### Cell outlines without signal wires

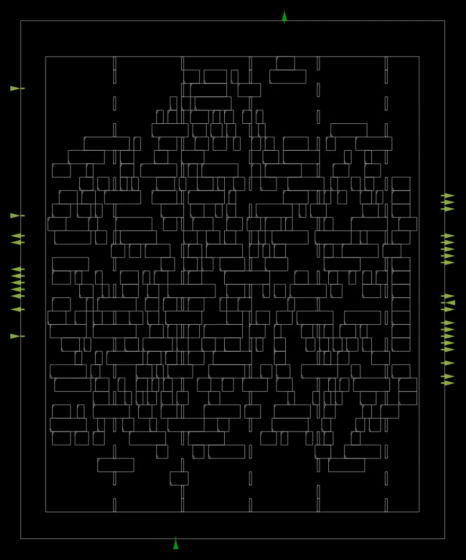
### Routed metal, one colour a layer

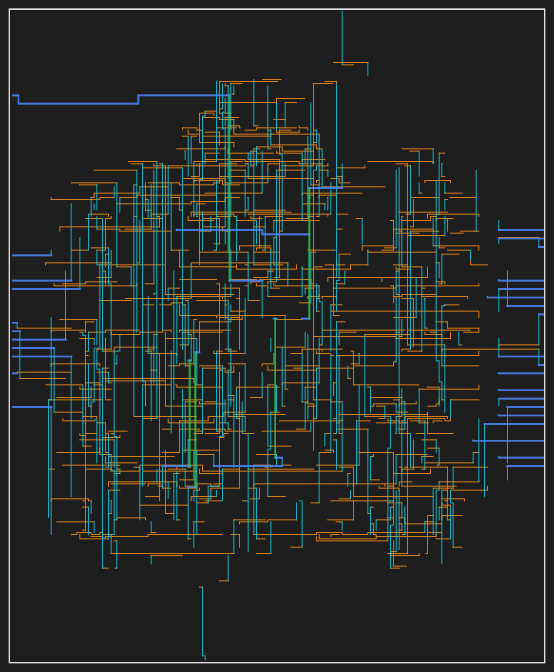
[src/rtl/step_rate_meter.sv]
// Per-window step counter: synchronises slowclk/step, counts steps between slowclk edges, publishes rate via valid/ack.
// Latency: input edge to effect in 3 fastclk cycles; no backpressure, a new window overwrites an unread rate and sets overrun.
module step_rate_meter #(
    parameter int CNT_W      = 8,
    parameter int WIN_W      = 16,
    parameter int HI_THRESH  = 32,
    parameter int HI_WINDOWS = 60
) (
    input  logic             fastclk,
    input  logic             reset,
    input  logic             slowclk,
    input  logic             step,
    input  logic             rd_ack,
    output logic [CNT_W-1:0] rate,
    output logic             rate_valid,
    output logic             overrun,
    output logic [WIN_W-1:0] window_cnt,
    output logic             high_activity
);

    localparam logic [7:0]       HI_LIMIT = 8'(HI_WINDOWS);
    localparam logic [CNT_W-1:0] ACC_ONE  = {{(CNT_W-1){1'b0}}, 1'b1};
    localparam logic [WIN_W-1:0] WIN_ONE  = {{(WIN_W-1){1'b0}}, 1'b1};

    logic [1:0]       slow_sync;
    logic             slow_hist;
    logic [1:0]       step_sync;
    logic             step_hist;
    logic [1:0]       arm;
    logic             armed;
    logic             boundary;
    logic             step_pulse;
    logic [CNT_W-1:0] acc;
    logic [CNT_W-1:0] acc_next;
    logic [7:0]       streak;

    // History flops keep tracking while disarmed so levels present at reset release are absorbed.
    assign armed      = &arm;
    assign boundary   = armed & (slow_sync[1] ^ slow_hist);
    assign step_pulse = armed & step_sync[1] & ~step_hist;

    always_comb begin
        acc_next = acc;
        if (step_pulse && !(&acc)) begin
            acc_next = acc + ACC_ONE;
        end
    end

    always_ff @(posedge fastclk) begin
        if (reset) begin
            slow_sync     <= 2'b00;
            slow_hist     <= 1'b0;
            step_sync     <= 2'b00;
            step_hist     <= 1'b0;
            arm           <= 2'd0;
            acc           <= '0;
            rate          <= '0;
            rate_valid    <= 1'b0;
            overrun       <= 1'b0;
            window_cnt    <= '0;
            streak        <= 8'd0;
            high_activity <= 1'b0;
        end else begin
            slow_sync     <= {slow_sync[0], slowclk};
            slow_hist     <= slow_sync[1];
            step_sync     <= {step_sync[0], step};
            step_hist     <= step_sync[1];
            high_activity <= (streak == HI_LIMIT);
            if (!armed) begin
                arm <= arm + 2'd1;
            end
            if (boundary) begin
                // A step coincident with the boundary belongs to the closing window.
                rate       <= acc_next;
                acc        <= '0;
                rate_valid <= 1'b1;
                window_cnt <= window_cnt + WIN_ONE;
                if (rate_valid) begin
                    overrun <= 1'b1;
                end
                if (int'(acc_next) >= HI_THRESH) begin
                    streak <= (streak == HI_LIMIT) ? streak : streak + 8'd1;
                end else begin
                    streak <= 8'd0;
                end
            end else begin
                acc <= acc_next;
                if (rd_ack) begin
                    rate_valid <= 1'b0;
                end
            end
        end
    end

endmodule

[config.mk]
export PLATFORM = sky130hd
export DESIGN_NAME = step_rate_meter
export DESIGN_NICKNAME = d
export VERILOG_FILES = /design/src/rtl/step_rate_meter.sv
export SDC_FILE = /design/constraint.sdc
export NUM_CORES = 1
export LEC_CHECK = 0
export CAP_MARGIN = 20
export CELL_PAD_IN_SITES_DETAIL_PLACEMENT = 1
export CELL_PAD_IN_SITES_GLOBAL_PLACEMENT = 2
export CORE_ASPECT_RATIO = 1.25
export CORE_MARGIN = 5
export CORE_UTILIZATION = 30
export CTS_BUF_LIST = sky130_fd_sc_hd__clkbuf_8
export DETAILED_ROUTE_END_ITERATION = 12
export PLACE_DENSITY = 0.83
export SYNTH_ARGS = -nofsm -noshare
export SYNTH_HDL_FRONTEND = slang
export SYNTH_SLANG_ARGS = --single-unit
[constraint.sdc]
create_clock -name fastclk -period 1.96 [get_ports fastclk]
set_input_delay 0.392 -clock fastclk [delete_from_list [all_inputs] [get_ports fastclk]]
set_output_delay 0.392 -clock fastclk [all_outputs]
set_load 0.03 [all_outputs]
==> CHANGELOG.md <==
### Changed

- Synth flops: about 51
- Crit end category: flop
- Non-clk invs: 7
- Number of non-clock buffers: about 56
- Clock power frac: between 30 and 40%
- Syn avg cell area: between 8 and 9 um^2
- Setup ws final: -0.1109 ns
- ClkCell Share: under 10%
- Sequential power: approximately 1.1 mW
- CP peak stage delay: about 0.57 ns
- Vias in the first global route: 2022
- DRC errors left: 0
- Register area: ~1000 um^2
- TritonCTS Buffers: 5
- Synth warn: 0
- Yosys chip area: between 2000 and 2500 um^2
- Met3 usage: under 10%
- Syn Inst Count: ~240
- Top reg by flops: window_cnt
- Worst-path clk slew: 0.09 ns
- Placement Setup Slack: -0.2248 ns
- Synthesized cell area: between 2000 and 2500 um^2
- Status: finished with violations
- Top cells by area: dfxtp_1, nor2_1, xnor2_1
- Async S/R FF share, synth: 0%
- Violated checks: negative setup slack
- Final setup violation count: 8
- Setup crit end: streak[0]
- Slowest CP cell: or4b_4
- Worst reg2reg setup slack: -0.11 ns
- Metal3 WL: between 200 and 300 um
- # hold bufs at CTS: 0
- Most instantiated logic cell after routing: dfxtp_1
- Dpl hpwl: around 4000 um
- Least-Margin Pin Slew: ~0.56 ns
- Total grt overflow: 0
- Hold path startpoint: slow_sync[0]
- Ant diodes: 0
- Crit start category: flop
- Grt met1 use: 14.60%
- Hold Path Stages: 1
- FFs & Latches: just over 50
- Most used routing layer: met2
- Reg-to-reg startpoint: acc[0]
- Nets: between 300 and 400
-- 'Cell outlines without signal wires' (at the start) --
Fillers: 809
Non-Filler Instances: 387
sequential share of cell area: 35.39%
number of tapcells: 90

-- 'Routed metal, one colour a layer' (at the start) --
colour	layer	wire length
blue	M3	270 um
cyan	M2	2770 um
green	M4	112 um
orange	M1	2400 um
overall routed net length: 5548 um
WL/cell: 14.34 um
GRT Util Overall: 12.59%
vias post-DR: 1906

-- critical path, delay by kind of cell, from the launching register on --
kind                       cells  cell delay (ns)
AOI/OAI and AO/OA              3             0.60
buffers and inverters          1             0.16
and+or+nand+nor                2             0.67
adders and majority gates      1             0.15
DFF                            1             0.38
-- cells by family (layout without fill, tap and decap cells) --
kind of cell / count (synthesis) / count (layout) / share of synthesized area, %
AND/OR/NAND/NOR: 108 / 108 / 25.24
flip-flops: 51 / 51 / 46.92
AND-OR/OR-AND: 45 / 45 / 14.78
XOR/XNOR: 16 / 16 / 6.441
buffers and inverters: 16 / 70 / 2.818
adder cells (fa/ha/maj): 5 / 5 / 2.875
multiplexers: 2 / 2 / 0.9201
-- timing repair --
item,4_1_cts,5_1_grt
setup endpoints to repair,8,9
gates resized,7,4
buffers inserted,3,1
pin swaps,8,3
Power is estimated from default activity; no workload was simulated.
